==> run_1/final_clocks.png <==
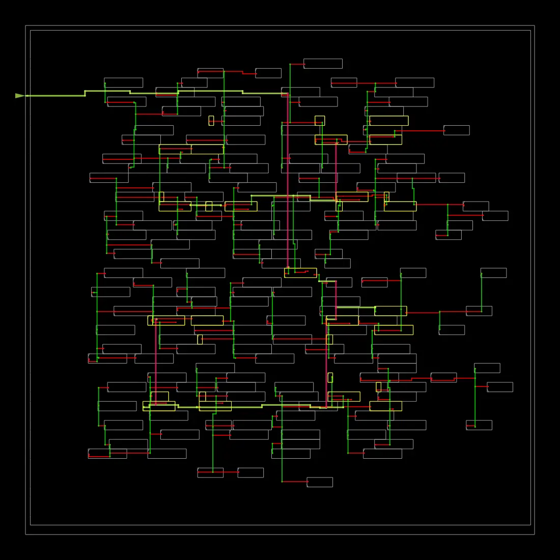
==> run_1/met2.png <==
Drawn at 2 px/um.
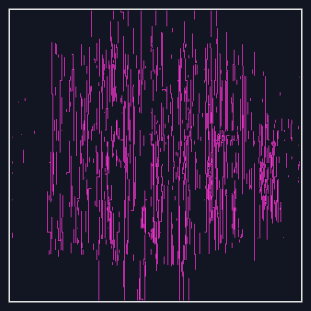
==> run_1/pdn.png <==
Drawn at 2 px/um. Pins as bars on the die edge.
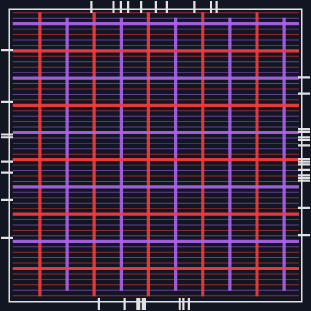
## src/rtl/envelope_feeder.sv

```systemverilog
// Envelope feeder: converts strobed ADC samples, buffers them in a FIFO and presents them to a filter with Rdy/Ack.
// Build option: define ENV_RECTIFY_EN for full-wave rectification; otherwise samples are converted to offset binary.
module envelope_feeder #(
    parameter int unsigned DEPTH = 8,
    parameter int unsigned AW    = 3
) (
    input  logic          clk,
    input  logic          reset,
    input  logic [15:0]   AdcData,
    input  logic          AdcStrobe,
    input  logic          Ack,
    input  logic          ClrOvf,
    output logic [15:0]   DataOut,
    output logic          Rdy,
    output logic          Overflow,
    output logic [AW:0]   Level
);

    localparam int unsigned DW = 16;
    localparam int unsigned LW = AW + 1;

    typedef enum logic {
        IDLE    = 1'b0,
        PRESENT = 1'b1
    } state_t;

    state_t            state_q, state_d;
    logic [DW-1:0]     mem_q [DEPTH];
    logic [AW-1:0]     wr_ptr_q, wr_ptr_d;
    logic [AW-1:0]     rd_ptr_q, rd_ptr_d;
    logic [LW-1:0]     level_q, level_d;
    logic [DW-1:0]     data_q, data_d;
    logic              rdy_q, rdy_d;
    logic              ovf_q, ovf_d;

    logic [DW-1:0]     conv_c;
    logic              full_c;
    logic              empty_c;
    logic              pop_c;
    logic              wr_c;
    logic              drop_c;

    // Sample conversion, applied in the strobe cycle ahead of the FIFO write
`ifdef ENV_RECTIFY_EN
    always_comb begin
        conv_c = AdcData;
        if (AdcData == 16'h8000) begin
            conv_c = 16'h7FFF;
        end else if (AdcData[DW-1]) begin
            conv_c = DW'(~AdcData + 16'd1);
        end
    end
`else
    always_comb begin
        conv_c = AdcData ^ 16'h8000;
    end
`endif

    assign full_c  = (level_q == LW'(DEPTH));
    assign empty_c = (level_q == '0);

    // State register
    always_ff @(posedge clk) begin
        if (reset) begin
            state_q <= IDLE;
        end else begin
            state_q <= state_d;
        end
    end

    // Next-state logic
    always_comb begin
        state_d = state_q;
        case (state_q)
            IDLE: begin
                if (!empty_c) begin
                    state_d = PRESENT;
                end
            end
            PRESENT: begin
                if (Ack && empty_c) begin
                    state_d = IDLE;
                end
            end
            default: state_d = IDLE;
        endcase
    end

    // Datapath and output next values
    always_comb begin
        pop_c    = !empty_c && ((state_q == IDLE) || ((state_q == PRESENT) && Ack));
        wr_c     = AdcStrobe && (!full_c || pop_c);
        drop_c   = AdcStrobe && full_c && !pop_c;
        data_d   = data_q;
        rdy_d    = (state_d == PRESENT);
        wr_ptr_d = wr_ptr_q;
        rd_ptr_d = rd_ptr_q;
        level_d  = level_q;
        ovf_d    = ovf_q;

        if (pop_c) begin
            data_d   = mem_q[rd_ptr_q];
            rd_ptr_d = rd_ptr_q + AW'(1);
        end
        if (wr_c) begin
            wr_ptr_d = wr_ptr_q + AW'(1);
        end
        if (wr_c && !pop_c) begin
            level_d = level_q + LW'(1);
        end else if (pop_c && !wr_c) begin
            level_d = level_q - LW'(1);
        end
        // A drop wins over a same-cycle clear
        if (drop_c) begin
            ovf_d = 1'b1;
        end else if (ClrOvf) begin
            ovf_d = 1'b0;
        end
    end

    always_ff @(posedge clk) begin
        if (reset) begin
            wr_ptr_q <= '0;
            rd_ptr_q <= '0;
            level_q  <= '0;
            data_q   <= '0;
            rdy_q    <= 1'b0;
            ovf_q    <= 1'b0;
        end else begin
            wr_ptr_q <= wr_ptr_d;
            rd_ptr_q <= rd_ptr_d;
            level_q  <= level_d;
            data_q   <= data_d;
            rdy_q    <= rdy_d;
            ovf_q    <= ovf_d;
        end
    end

    // Storage needs no reset; pointers define what is valid
    always_ff @(posedge clk) begin
        if (!reset && wr_c) begin
            mem_q[wr_ptr_q] <= conv_c;
        end
    end

    assign DataOut  = data_q;
    assign Rdy      = rdy_q;
    assign Overflow = ovf_q;
    assign Level    = level_q;

endmodule

```

## config.mk

```make
export PLATFORM = sky130hd
export DESIGN_NAME = envelope_feeder
export DESIGN_NICKNAME = d
export VERILOG_FILES = /design/src/rtl/envelope_feeder.sv
export SDC_FILE = /design/constraint.sdc
export NUM_CORES = 1
export LEC_CHECK = 0
export CAP_MARGIN = 10
export CORE_UTILIZATION = 29
export DETAILED_ROUTE_END_ITERATION = 6
export MAX_ROUTING_LAYER = met4
export PLACE_DENSITY = 0.53
export SLEW_MARGIN = 10
export SYNTH_ARGS = -nofsm -noshare
export SYNTH_HDL_FRONTEND = slang
export SYNTH_SLANG_ARGS = --single-unit
```

## constraint.sdc

```tcl
create_clock -name clk -period 3.43 [get_ports clk]
set_clock_uncertainty 0.1 [all_clocks]
set_input_delay 0.343 -clock clk [delete_from_list [all_inputs] [get_ports clk]]
set_output_delay 0.343 -clock clk [all_outputs]
set_load 0.02 [all_outputs]
```

==> impl_metrics.xml, run 1 <==
<?xml version="1.0" encoding="UTF-8"?>
<metrics>
  <group name="outcome">
    <metric name="outcome" unit="">complete, no violations</metric>
  </group>
  <group name="setup_path">
    <metric name="timing.reg2reg.setup_slack" unit="ns">0.56</metric>
    <metric name="worst_setup_path_end_kind" unit="">register</metric>
    <metric name="crit_path_max_incr_delay" unit="ns">0.47</metric>
    <metric name="worst_r2r_path_depth" unit="">10</metric>
    <metric name="worstPathMaxFanout" unit="">6</metric>
    <metric name="setup.worst_path.start" unit="">Level[0]</metric>
    <metric name="rr_endpoint" unit="">Level[3]</metric>
    <metric name="path_buffers" unit="">2</metric>
    <metric name="cp.arrival" unit="ns">3.07</metric>
    <metric name="timing_worst_setup_path_type" unit="">register to register</metric>
    <metric name="startpoint_of_the_most_critical_register_to_register_path" unit="">Level[0]</metric>
    <metric name="crit_path_end" unit="">Level[3]</metric>
    <metric name="critical-path-slowest-cell" unit="">sky130_fd_sc_hd__or3_1</metric>
  </group>
  <group name="placement">
    <metric name="place_worst_setup_slack" unit="ns">0.448</metric>
    <metric name="hpwl" unit="mm">6.90</metric>
    <metric name="quantity_of_i_o_buffers_inserted_on_ports" unit="">42</metric>
    <metric name="placed_cells_incl_taps" unit="">632</metric>
    <metric name="dpl_cell_area" unit="mm^2">0.00675</metric>
    <metric name="place.gp.congestion" unit="">0.770</metric>
  </group>
  <group name="route">
    <metric name="topRoutingLayerUsed" unit="">met4</metric>
    <metric name="drc" unit="">0</metric>
    <metric name="initialDrtViolationCount" unit="">142</metric>
    <metric name="routed_wire_length_per_instance" unit="um">18.5</metric>
    <metric name="met1Wirelength" unit="mm">5.46</metric>
    <metric name="ant_nets" unit="">0</metric>
    <metric name="drt_pre_antenna_iters" unit="">4</metric>
    <metric name="route.vias.total" unit="">3003</metric>
    <metric name="postRouteWirelength" unit="mm">12.3</metric>
    <metric name="wl_met2" unit="mm">6.23</metric>
  </group>
  <group name="finish">
    <metric name="final_layout_size_suffix_gt1_share" unit="%">21.6</metric>
    <metric name="comb_share" unit="%">20.0</metric>
    <metric name="logic_area" unit="mm^2">0.00146</metric>
    <metric name="regArea" unit="mm^2">0.00441</metric>
    <metric name="finish.utilization" unit="%">36.1</metric>
    <metric name="final.signal_buffer_count" unit="">55</metric>
    <metric name="n_all_inverters" unit="">5</metric>
    <metric name="flops" unit="">156</metric>
    <metric name="clk_share" unit="%">7.57</metric>
    <metric name="num-nets-final" unit="">408</metric>
    <metric name="syn_to_final_growth" unit="%">22.2</metric>
    <metric name="seqAreaFraction" unit="%">60.3</metric>
    <metric name="non_clock_buffer_area_share" unit="%">7.26</metric>
  </group>
  <group name="worst_hold_path">
    <metric name="hold_path_class" unit="">register to register</metric>
    <metric name="min_delay_src" unit="">DataOut[11]</metric>
  </group>
  <group name="timing">
    <metric name="hold_viol_final" unit="">0</metric>
    <metric name="tightestPinTransition" unit="ns">0.557</metric>
    <metric name="clock.fmax" unit="GHz">0.348</metric>
    <metric name="finalHoldWorstSlack" unit="ns">0.389</metric>
    <metric name="timing_max_transition_violations_final" unit="">0</metric>
    <metric name="timing.final.crit_share" unit="%">83.8</metric>
    <metric name="layout_min_cycle_time" unit="ns">2.87</metric>
    <metric name="totalNegativeSetupSlack" unit="ns">0</metric>
    <metric name="setup_viol" unit="">0</metric>
    <metric name="setup_repair_after_global_routing_missed_its_margin" unit="">no</metric>
  </group>
  <group name="floorplan">
    <metric name="chipHeight" unit="um">146</metric>
    <metric name="initial_core_util" unit="%">29.5</metric>
    <metric name="ios" unit="">43</metric>
    <metric name="dieArea" unit="mm^2">0.0212</metric>
    <metric name="die_x" unit="um">146</metric>
    <metric name="num_tapcells" unit="">270</metric>
    <metric name="standard_cell_row_count" unit="">52</metric>
  </group>
  <group name="clock_network">
    <metric name="cts_buffers" unit="">17</metric>
    <metric name="post_cts_setup_buffer_count" unit="">0</metric>
    <metric name="cts.root.buffer_cell" unit="">sky130_fd_sc_hd__clkbuf_16</metric>
    <metric name="cts_repair_resize_count" unit="">0</metric>
    <metric name="cts_max_path_buffers" unit="">2</metric>
    <metric name="clk-insertion-delay-late" unit="ns">0.41</metric>
    <metric name="hold_buffers" unit="">0</metric>
    <metric name="clock_tree.htree_level_count" unit="">4</metric>
    <metric name="cts.sink_count" unit="">156</metric>
  </group>
  <group name="synth">
    <metric name="synth_top_area_cells" unit="">sky130_fd_sc_hd__edfxtp_1, sky130_fd_sc_hd__mux4_2, sky130_fd_sc_hd__dfxtp_1</metric>
    <metric name="postSynthNetCount" unit="">350</metric>
    <metric name="post_synth.cell_area_avg" unit="um^2">18.5</metric>
    <metric name="synthesis.yosys.warnings" unit="">0</metric>
    <metric name="yosys_area" unit="mm^2">0.00598</metric>
    <metric name="enable_flop_cells" unit="">128</metric>
    <metric name="yosys-stat-cells" unit="">323</metric>
    <metric name="synth.cellmix.simpleShare" unit="%">6.68</metric>
    <metric name="ys_sh_aoi" unit="%">2.53</metric>
    <metric name="ys_top_logic_family" unit="">multiplexers</metric>
    <metric name="synth-seq-area-share" unit="%">73.7</metric>
    <metric name="ys_sh_adder" unit="%">1.38</metric>
    <metric name="ys.flop_type" unit="">sky130_fd_sc_hd__edfxtp_1</metric>
    <metric name="synth.top_cells.by_count" unit="">sky130_fd_sc_hd__edfxtp_1, sky130_fd_sc_hd__nor2_1, sky130_fd_sc_hd__mux4_2, sky130_fd_sc_hd__dfxtp_1, sky130_fd_sc_hd__o22ai_1</metric>
    <metric name="netlist_instances" unit="">323</metric>
    <metric name="cell_with_the_most_instances_after_synthesis" unit="">sky130_fd_sc_hd__edfxtp_1</metric>
    <metric name="netlist_area" unit="mm^2">0.00598</metric>
    <metric name="synthXorXnorAreaFrac" unit="%">0.879</metric>
    <metric name="yosysTopAreaCell" unit="">sky130_fd_sc_hd__edfxtp_1</metric>
  </group>
  <group name="flow_run">
    <metric name="drv.max_cap_violation_count" unit="">0</metric>
    <metric name="stage_log_warnings" unit="">26</metric>
  </group>
  <group name="global_route">
    <metric name="antenna_violations_before_repair" unit="">0</metric>
    <metric name="grt_total_usage" unit="%">12.7</metric>
    <metric name="grt_pass1_vias" unit="">3231</metric>
    <metric name="grt_pass1_wl" unit="mm">18.9</metric>
    <metric name="grt_max_degree" unit="">30</metric>
    <metric name="grt_busiest_layer" unit="">met2</metric>
    <metric name="use_met1" unit="%">15.4</metric>
  </group>
  <group name="power_and_ir_drop">
    <metric name="p_per_area" unit="mW/mm^2">776</metric>
    <metric name="pwr_total" unit="mW">5.67</metric>
    <metric name="vdd_drop_max" unit="mV">0.337</metric>
  </group>
</metrics>
About final_clocks.png:
clock buffer count in the final layout: 23
power attributed to the clock group: 1.76 mW

About met2.png:
The layer carries 6230 um of wire. The layer holds 51% of the routed length.

About pdn.png:
VDD: drawn in purple. VSS: drawn in red.
10 straps on met4. The core has 52 rows. 43 signal pins sit on the boundary.

## run 1: worst min path at each step
stage	depth (start not counted)	end
global placement	2	DataOut[4]
CTS	2	DataOut[6]
finish	2	DataOut[11]
detailed placement	2	DataOut[11]
floorplan	0	mem_q[0][0]
global route	2	DataOut[11]
## run 1: placed cells by master (no fill, tap or decap), types with 3 or more instances in the layout
master                            netlist  routed
sky130_fd_sc_hd__nor3_2                 4       6
sky130_fd_sc_hd__mux4_2                32      32
sky130_fd_sc_hd__nor2_1                36      36
sky130_fd_sc_hd__clkbuf_16              0      17
sky130_fd_sc_hd__inv_1                  5       5
sky130_fd_sc_hd__o22ai_1               16      16
sky130_fd_sc_hd__xnor2_1                3       3
sky130_fd_sc_hd__clkinv_2               0       4
sky130_fd_sc_hd__clkbuf_1               4       5
sky130_fd_sc_hd__mux2i_1                3       3
sky130_fd_sc_hd__clkdlybuf4s50_1        0      42
sky130_fd_sc_hd__xor2_1                 3       3
sky130_fd_sc_hd__a21oi_1                4       4
sky130_fd_sc_hd__buf_4                  2      12
sky130_fd_sc_hd__dfxtp_1               28      27
sky130_fd_sc_hd__nor3_1                14      12
sky130_fd_sc_hd__edfxtp_1             128     128
sky130_fd_sc_hd__ha_1                   5       5
## run 1: worst min-delay path, stage by stage (launching register included)
cell,delay [ns]
sky130_fd_sc_hd__dfxtp_1,0.31
sky130_fd_sc_hd__nor2_1,0.09
sky130_fd_sc_hd__nor3_1,0.04
## run 1: power by group
group	switching (mW)	internal, mW	total (mW)
sequential	0.144	2.21	2.36
combinational	0.801	0.753	1.55
clock	0.678	1.08	1.76
total	1.62	4.05	5.67
## run 1: sequential cells by signal, indices dropped and copies added, names as in the netlist
name,flops
DataOut,16
Rdy,1
mem_q,128
wr_ptr_q,3
Level,4
Overflow,1
rd_ptr_q,3
==> run 1 -> run 2 <==
PLACE_DENSITY = 0.55   (was 0.53)
clock period = 2.6 ns   (was 3.43 ns; I/O delays follow)
==> run_2/density.png <==
Drawn at 2 px/um. The die is cut into 15 by 15 equal tiles; black is low, pale yellow is high, 0 to 100% covered.
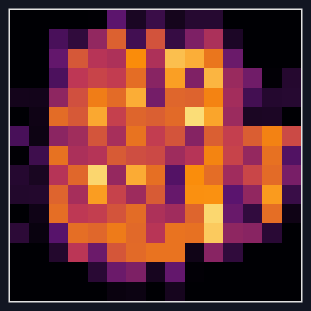
The fullest tile reaches 93%. The densest ninth of the die: middle. 24% of the tiles are nearly empty.

==> run 2 against run 1 <==
  * First-iteration DRC count rose by 30%
  * Synthesized cell count did not move
  * Final cell count rose by 1.5%
  * Non-clock buffer count rose by 10
  * Wire length fell by 1.4%
  * Worst setup slack got worse by 0.46 ns
  * Die area did not move
  * Final area rose by 2.1%
  * Combinational power rose by 41%
  * Utilization rose by 0.74 points
  * Via count rose by 3.0%
  * Critical endpoint unchanged
  * Largest power group unchanged
==> impl_metrics.xml, run 2 <==
<?xml version="1.0" encoding="UTF-8"?>
<metrics>
  <group name="timing">
    <metric name="setup_repair_after_global_routing_missed_its_margin" unit="">no</metric>
    <metric name="timing_max_transition_violations_final" unit="">0</metric>
    <metric name="layout_min_cycle_time" unit="ns">2.50</metric>
    <metric name="tightestPinTransition" unit="ns">0.540</metric>
    <metric name="finalHoldWorstSlack" unit="ns">0.389</metric>
    <metric name="clock.fmax" unit="GHz">0.399</metric>
    <metric name="layout_setup_ws" unit="ns">0.0955</metric>
    <metric name="timing.final.crit_share" unit="%">96.3</metric>
    <metric name="slew-limit-headroom" unit="%">63.6</metric>
    <metric name="hold_viol_final" unit="">0</metric>
    <metric name="setup_viol" unit="">0</metric>
  </group>
  <group name="global_route">
    <metric name="grt_pass1_vias" unit="">3360</metric>
    <metric name="grt_pass1_wl" unit="mm">19.0</metric>
    <metric name="antenna_violations_before_repair" unit="">0</metric>
    <metric name="grt_max_degree" unit="">27</metric>
    <metric name="overflow_after_grt" unit="">0</metric>
    <metric name="grt_total_usage" unit="%">12.9</metric>
  </group>
  <group name="outcome">
    <metric name="outcome" unit="">complete, no violations</metric>
  </group>
  <group name="synth">
    <metric name="yosys-stat-cells" unit="">323</metric>
    <metric name="async_reset_ff_share" unit="%">0</metric>
    <metric name="yosys_area" unit="mm^2">0.00598</metric>
    <metric name="synth.area.mux_share" unit="%">12.7</metric>
    <metric name="synthXorXnorAreaFrac" unit="%">0.879</metric>
    <metric name="ys_top_logic_family" unit="">multiplexers</metric>
    <metric name="netlist_instances" unit="">323</metric>
    <metric name="postSynthRegisterBits" unit="">156</metric>
    <metric name="synth.top_cells.by_count" unit="">sky130_fd_sc_hd__edfxtp_1, sky130_fd_sc_hd__nor2_1, sky130_fd_sc_hd__mux4_2, sky130_fd_sc_hd__dfxtp_1, sky130_fd_sc_hd__o22ai_1</metric>
    <metric name="yosysTopAreaCell" unit="">sky130_fd_sc_hd__edfxtp_1</metric>
    <metric name="synth_top_area_cells" unit="">sky130_fd_sc_hd__edfxtp_1, sky130_fd_sc_hd__mux4_2, sky130_fd_sc_hd__dfxtp_1</metric>
    <metric name="yosys.cell_types.count" unit="">39</metric>
    <metric name="post_synth.cell_area_avg" unit="um^2">18.5</metric>
    <metric name="ys_sh_adder" unit="%">1.38</metric>
    <metric name="ys_sh_aoi" unit="%">2.53</metric>
    <metric name="ys.flop_type" unit="">sky130_fd_sc_hd__edfxtp_1</metric>
    <metric name="synthDominantCellAreaShare" unit="%">64.3</metric>
    <metric name="synth-seq-area-share" unit="%">73.7</metric>
    <metric name="postSynthNetCount" unit="">350</metric>
    <metric name="cell_with_the_most_instances_after_synthesis" unit="">sky130_fd_sc_hd__edfxtp_1</metric>
    <metric name="synth.cellmix.simpleShare" unit="%">6.68</metric>
    <metric name="enable_flop_cells" unit="">128</metric>
    <metric name="synthesis.yosys.warnings" unit="">0</metric>
    <metric name="netlist_area" unit="mm^2">0.00598</metric>
  </group>
  <group name="floorplan">
    <metric name="coreArea" unit="mm^2">0.0202</metric>
    <metric name="standard_cell_row_count" unit="">52</metric>
    <metric name="initial_core_util" unit="%">29.5</metric>
    <metric name="die_x" unit="um">146</metric>
    <metric name="ios" unit="">43</metric>
    <metric name="dieArea" unit="mm^2">0.0212</metric>
    <metric name="chipHeight" unit="um">146</metric>
  </group>
  <group name="placement">
    <metric name="dpl_cell_area" unit="mm^2">0.00687</metric>
    <metric name="placed_cells_incl_taps" unit="">642</metric>
    <metric name="quantity_of_i_o_buffers_inserted_on_ports" unit="">42</metric>
    <metric name="place.gp.congestion" unit="">0.728</metric>
    <metric name="place_worst_setup_slack" unit="ns">0.0435</metric>
    <metric name="hpwl" unit="mm">7.16</metric>
  </group>
  <group name="finish">
    <metric name="finish.utilization" unit="%">36.8</metric>
    <metric name="most_instantiated_logic_cells_after_routing" unit="">sky130_fd_sc_hd__edfxtp_1, sky130_fd_sc_hd__clkdlybuf4s50_1, sky130_fd_sc_hd__nor2_1, sky130_fd_sc_hd__mux4_2, sky130_fd_sc_hd__dfxtp_1</metric>
    <metric name="finalNonFillerCells" unit="">674</metric>
    <metric name="fillCellCount" unit="">1858</metric>
    <metric name="largest_reg_by_ff_count" unit="">mem_q</metric>
    <metric name="most_common_cell_after_layout_fill_and_taps_aside" unit="">sky130_fd_sc_hd__edfxtp_1</metric>
    <metric name="postLayoutCellArea" unit="mm^2">0.00745</metric>
    <metric name="syn_to_final_growth" unit="%">24.7</metric>
    <metric name="antenna_cells_inserted" unit="">0</metric>
    <metric name="num-nets-final" unit="">418</metric>
    <metric name="max_ffs_per_register" unit="">128</metric>
    <metric name="final_layout_size_suffix_gt1_share" unit="%">25.7</metric>
  </group>
  <group name="clock_network">
    <metric name="tritoncts" unit="">built</metric>
    <metric name="cts_repair_resize_count" unit="">0</metric>
    <metric name="cts.sink_count" unit="">156</metric>
    <metric name="post_cts_setup_buffer_count" unit="">0</metric>
    <metric name="clk_pin_slew_worst_paths" unit="ns">0.06</metric>
    <metric name="cts_max_path_buffers" unit="">2</metric>
    <metric name="clock_tree.htree_level_count" unit="">4</metric>
    <metric name="cts.root.buffer_cell" unit="">sky130_fd_sc_hd__clkbuf_16</metric>
    <metric name="hold_buffers" unit="">0</metric>
    <metric name="cts_buffers" unit="">17</metric>
  </group>
  <group name="power_and_ir_drop">
    <metric name="vdd_drop_max" unit="mV">0.488</metric>
    <metric name="static-leakage-power" unit="nW">2.42</metric>
    <metric name="p_per_area" unit="mW/mm^2">1040</metric>
  </group>
  <group name="route">
    <metric name="via_per_inst" unit="">4.59</metric>
    <metric name="drt_pre_antenna_iters" unit="">4</metric>
    <metric name="routed_wire_length_per_instance" unit="um">17.9</metric>
    <metric name="ant_nets" unit="">0</metric>
    <metric name="initialDrtViolationCount" unit="">184</metric>
    <metric name="postRouteWirelength" unit="mm">12.1</metric>
    <metric name="drc" unit="">0</metric>
    <metric name="route.vias.total" unit="">3094</metric>
  </group>
  <group name="setup_path">
    <metric name="rr_endpoint" unit="">Level[3]</metric>
    <metric name="timing_worst_setup_path_type" unit="">register to register</metric>
    <metric name="start_kind" unit="">register</metric>
    <metric name="worst_r2r_path_depth" unit="">10</metric>
    <metric name="cp_cell_sequence" unit="">or4_4 -&gt; and2_4 -&gt; inv_4 -&gt; ha_4 -&gt; inv_4 -&gt; ha_4 -&gt; a21oi_2 -&gt; a211oi_1 -&gt; a31oi_1 -&gt; mux2_2</metric>
    <metric name="startpoint_of_the_most_critical_register_to_register_path" unit="">Level[0]</metric>
    <metric name="cp.arrival" unit="ns">2.71</metric>
    <metric name="crit_path_max_incr_delay" unit="ns">0.54</metric>
    <metric name="critical_path.top_delay_family" unit="">simple AND/OR/NAND/NOR gates</metric>
    <metric name="path_buffers" unit="">2</metric>
    <metric name="timing.critical_path.required" unit="ns">2.81</metric>
    <metric name="timing.reg2reg.setup_slack" unit="ns">0.1</metric>
    <metric name="worst_setup_path_end_kind" unit="">register</metric>
    <metric name="worstPathMaxFanout" unit="">6</metric>
    <metric name="critical-path-slowest-cell" unit="">sky130_fd_sc_hd__or4_4</metric>
  </group>
  <group name="worst_hold_path">
    <metric name="min_delay_src" unit="">DataOut[7]</metric>
    <metric name="worstHoldPathCells" unit="">2</metric>
    <metric name="hold_path_class" unit="">register to register</metric>
    <metric name="holdPathEnd" unit="">DataOut[7]</metric>
  </group>
  <group name="flow_run">
    <metric name="drv.max_cap_violation_count" unit="">0</metric>
    <metric name="stage_log_warnings" unit="">27</metric>
  </group>
</metrics>
==> run_2/final_clocks.png <==
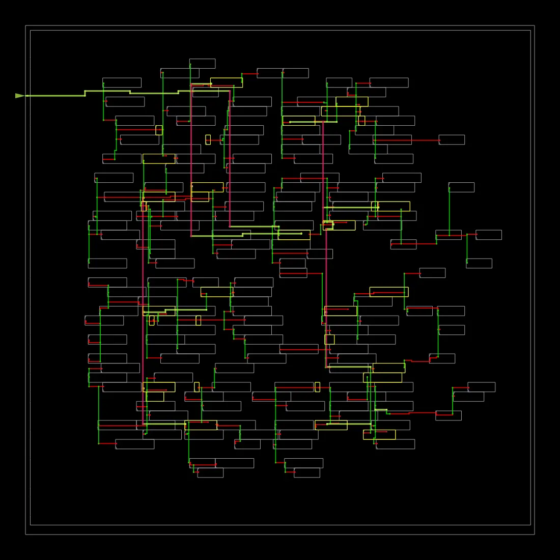
num sequential: 156
Latency at later pin: 0.42 ns

-- run 2: cell counts after synthesis --
Identical to the previous run, type by type.
-- run 2: worst max-delay path by stage --
stage / startpoint / end / slack [ns] / cells after the start
4_1_cts: Level[0] / Level[3] / 0.09 / 10
3_5_place_dp: Ack / Level[3] / 0.04 / 11
5_1_grt: Level[0] / Level[3] / 0.02 / 10
3_3_place_gp: Ack / Level[3] / 0.1 / 11
2_1_floorplan: Level[0] / Level[3] / -0.15 / 12
6_report: Level[0] / Level[3] / 0.1 / 10
-- run 2: report_power, final --
part / total, mW / switching [mW] / internal, mW / leakage, nW
clock network: 2.45 / 0.894 / 1.55 / 0.286
logic: 2.18 / 1.10 / 1.08 / 0.748
registers: 3.10 / 0.176 / 2.92 / 1.39
total: 7.73 / 2.17 / 5.56 / 2.42
-- run 2: layout make-up --
cell class	count	area, um^2	share of cell area, %
clock inverter	8	116	1.56
multi-input combinational	146	1490	19.9
sequential	156	4410	59.2
inverter	5	23.8	0.319
timing repair buffer	65	606	8.12
clock buffer	24	472	6.33
tap	270	338	4.53
-- run 2: stage by stage --
step / power, mW / setup TNS, ns
4_1_cts: 7.85 / 0
3_5_place_dp: 5.39 / 0
2_1_floorplan: 4.65 / -0.153
6_report: 7.73 / 0
3_3_place_gp: 5.34 / 0
5_1_grt: 8.11 / 0
-- run 2: routing by layer --
| layer | vias to the layer above | share of wire, % | GRT usage [%] | wire length, um |
|---|---|---|---|---|
| li1 | 1420 | - | - | - |
| met1 | 1599 | 43 | 15.0 | 5240 |
| met2 | 60 | 51 | 21.0 | 6180 |
| met3 | 15 | 3.8 | 3.51 | 457 |
| met4 | 0 | 1.8 | 5.47 | 215 |
| met5 | - | 0 | - | 0 |
==> run 2 -> run 3 <==
CTS_CLUSTER_SIZE = 12   (was unset)
==> run_3/pdn.png <==
Drawn at 2 px/um. Pins as bars on the die edge.
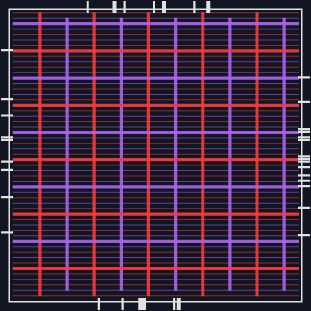
VDD: drawn in purple. VSS: drawn in red.
10 straps on met5. 10 straps on met4. The core has 52 rows. 53 met1 rails follow the rows. 43 signal pins sit on the boundary.

==> run 3 against run 2 <==
  * Critical path depth unchanged
  * Register-to-register slack about the same
  * Non-clock buffer count is the same
  * Power unchanged
  * Via count is the same
  * Worst hold slack did not move
==> impl_metrics.xml, run 3 <==
<?xml version="1.0" encoding="UTF-8"?>
<metrics>
  <group name="route">
    <metric name="via_per_inst" unit="">4.59</metric>
    <metric name="drc" unit="">0</metric>
    <metric name="ant_nets" unit="">0</metric>
    <metric name="initialDrtViolationCount" unit="">184</metric>
    <metric name="route.vias.total" unit="">3094</metric>
  </group>
  <group name="timing">
    <metric name="clock.fmax" unit="GHz">0.399</metric>
    <metric name="totalNegativeSetupSlack" unit="ns">0</metric>
    <metric name="timing_max_transition_violations_final" unit="">0</metric>
    <metric name="layout_min_cycle_time" unit="ns">2.50</metric>
    <metric name="setup_viol" unit="">0</metric>
    <metric name="setup_repair_after_global_routing_missed_its_margin" unit="">no</metric>
    <metric name="timing.final.crit_share" unit="%">96.3</metric>
    <metric name="slew-limit-headroom" unit="%">63.6</metric>
    <metric name="layout_setup_ws" unit="ns">0.0955</metric>
    <metric name="hold_viol_final" unit="">0</metric>
  </group>
  <group name="synth">
    <metric name="netlist_instances" unit="">323</metric>
    <metric name="netlist_area" unit="mm^2">0.00598</metric>
    <metric name="postSynthNetCount" unit="">350</metric>
    <metric name="synth-seq-area-share" unit="%">73.7</metric>
    <metric name="postSynthRegisterBits" unit="">156</metric>
    <metric name="synthesis.yosys.warnings" unit="">0</metric>
    <metric name="yosys.cell_types.count" unit="">39</metric>
    <metric name="synthDominantCellAreaShare" unit="%">64.3</metric>
    <metric name="async_reset_ff_share" unit="%">0</metric>
    <metric name="ys.flop_type" unit="">sky130_fd_sc_hd__edfxtp_1</metric>
    <metric name="yosys_area" unit="mm^2">0.00598</metric>
    <metric name="cell_with_the_most_instances_after_synthesis" unit="">sky130_fd_sc_hd__edfxtp_1</metric>
    <metric name="post_synth.cell_area_avg" unit="um^2">18.5</metric>
    <metric name="synth.top_cells.by_count" unit="">sky130_fd_sc_hd__edfxtp_1, sky130_fd_sc_hd__nor2_1, sky130_fd_sc_hd__mux4_2, sky130_fd_sc_hd__dfxtp_1, sky130_fd_sc_hd__o22ai_1</metric>
  </group>
  <group name="finish">
    <metric name="final_layout_size_suffix_gt1_share" unit="%">25.7</metric>
    <metric name="syn_to_final_growth" unit="%">24.7</metric>
    <metric name="antenna_cells_inserted" unit="">0</metric>
    <metric name="max_ffs_per_register" unit="">128</metric>
    <metric name="num-nets-final" unit="">418</metric>
    <metric name="most_common_cell_after_layout_fill_and_taps_aside" unit="">sky130_fd_sc_hd__edfxtp_1</metric>
    <metric name="finish.utilization" unit="%">36.8</metric>
    <metric name="postLayoutCellArea" unit="mm^2">0.00745</metric>
  </group>
  <group name="clock_network">
    <metric name="clk-insertion-delay-late" unit="ns">0.42</metric>
    <metric name="tritoncts" unit="">built</metric>
    <metric name="cts_max_path_buffers" unit="">2</metric>
    <metric name="clock_tree.htree_level_count" unit="">4</metric>
    <metric name="post_cts_setup_buffer_count" unit="">0</metric>
    <metric name="cts_repair_resize_count" unit="">0</metric>
    <metric name="hold_buffers" unit="">0</metric>
    <metric name="cts_buffers" unit="">17</metric>
    <metric name="cts.root.buffer_cell" unit="">sky130_fd_sc_hd__clkbuf_16</metric>
  </group>
  <group name="power_and_ir_drop">
    <metric name="static-leakage-power" unit="nW">2.42</metric>
    <metric name="power_report.internal_total" unit="mW">5.56</metric>
    <metric name="vdd_drop_max" unit="mV">0.488</metric>
    <metric name="p_per_area" unit="mW/mm^2">1040</metric>
    <metric name="comb_power_share" unit="%">28.3</metric>
    <metric name="pwr-share-seq" unit="%">40.1</metric>
    <metric name="p_sw" unit="mW">2.17</metric>
  </group>
  <group name="floorplan">
    <metric name="initial_core_util" unit="%">29.5</metric>
    <metric name="standard_cell_row_count" unit="">52</metric>
    <metric name="dieArea" unit="mm^2">0.0212</metric>
    <metric name="coreArea" unit="mm^2">0.0202</metric>
    <metric name="die_x" unit="um">146</metric>
  </group>
  <group name="placement">
    <metric name="hpwl" unit="mm">7.16</metric>
    <metric name="placed_cells_incl_taps" unit="">642</metric>
    <metric name="place.gp.congestion" unit="">0.728</metric>
    <metric name="place_worst_setup_slack" unit="ns">0.0435</metric>
    <metric name="quantity_of_i_o_buffers_inserted_on_ports" unit="">42</metric>
  </group>
  <group name="setup_path">
    <metric name="worst_setup_path_end_kind" unit="">register</metric>
    <metric name="worst_r2r_path_depth" unit="">10</metric>
    <metric name="worstPathMaxFanout" unit="">6</metric>
    <metric name="timing_worst_setup_path_type" unit="">register to register</metric>
    <metric name="startpoint_of_the_most_critical_register_to_register_path" unit="">Level[0]</metric>
    <metric name="critical_path.top_delay_family" unit="">simple AND/OR/NAND/NOR gates</metric>
    <metric name="start_kind" unit="">register</metric>
    <metric name="crit_path_max_incr_delay" unit="ns">0.54</metric>
    <metric name="cp.arrival" unit="ns">2.71</metric>
    <metric name="critical-path-slowest-cell" unit="">sky130_fd_sc_hd__or4_4</metric>
    <metric name="setup.worst_path.start" unit="">Level[0]</metric>
    <metric name="timing.critical_path.required" unit="ns">2.81</metric>
  </group>
  <group name="global_route">
    <metric name="antenna_violations_before_repair" unit="">0</metric>
    <metric name="grt_pass1_vias" unit="">3360</metric>
    <metric name="grt_max_degree" unit="">27</metric>
    <metric name="overflow_after_grt" unit="">0</metric>
  </group>
  <group name="flow_run">
    <metric name="stage_log_warnings" unit="">27</metric>
    <metric name="drv.max_cap_violation_count" unit="">0</metric>
  </group>
  <group name="outcome">
    <metric name="outcome" unit="">complete, no violations</metric>
  </group>
</metrics>
==> run_3/met2.png <==
Drawn at 2 px/um.
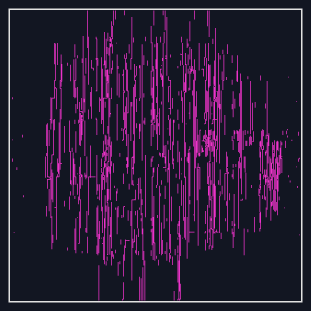
The layer holds 51% of the routed length. The longest straight run is 80.9 um. The wires run mostly vertical.

run 3: power by group through the flow:
stage               Sequential (mW)  Clock [mW]  Combinational (mW)
floorplan                      3.28           0                1.37
global placement               3.15           0                2.20
detailed placement             3.16           0                2.23
CTS                            3.11        2.50                2.24
global route                   3.14        2.60                2.37
finish                         3.10        2.45                2.18
run 3: metal layers:
metal	vias to the layer above	global-route usage (%)	routed length [um]
li1	1420	-	-
met1	1599	15.0	5240
met2	60	21.0	6180
met3	15	3.51	457
met4	0	5.47	215
met5	-	-	0
run 3: worst reg2reg max path: cells and delay by family, from the launching register on:
family | cells | cell delay (ns)
AND-OR/OR-AND | 3 | 0.38
adder cells (fa/ha/maj) | 2 | 0.39
buffers and inverters | 2 | 0.10
flip-flops | 1 | 0.37
multiplexers | 1 | 0.35
AND/OR/NAND/NOR | 2 | 0.72
run 3: area by class of cell:
type | count | area [um^2]
Clock inverter | 8 | 116
Multi-Input combinational cell | 146 | 1490
Sequential cell | 156 | 4410
Fill cell | 1858 | 12800
Tap cell | 270 | 338
Clock buffer | 24 | 472
Timing Repair Buffer | 65 | 606
Inverter | 5 | 23.8
run 3: cell families (layout without fill, tap and decap cells):
group | Yosys count | count (layout) | synth area share (%)
AOI/OAI and AO/OA | 25 | 25 | 2.53
buffers and inverters | 21 | 102 | 2.09
adders and majority gates | 6 | 6 | 1.38
and+or+nand+nor | 73 | 73 | 6.68
muxes | 36 | 36 | 12.7
DFF | 156 | 156 | 73.7
xor gates and xnor gates | 6 | 6 | 0.879
run 3: final timing paths:
kind	end	slack, ns
worst max-delay path	Level[3]	0.1
worst min-delay path	DataOut[7]	0.39
worst max register to register	Level[3]	0.1
worst min register to register	DataOut[7]	0.39
No activity file was given, so power comes from the tool's default toggle rates.
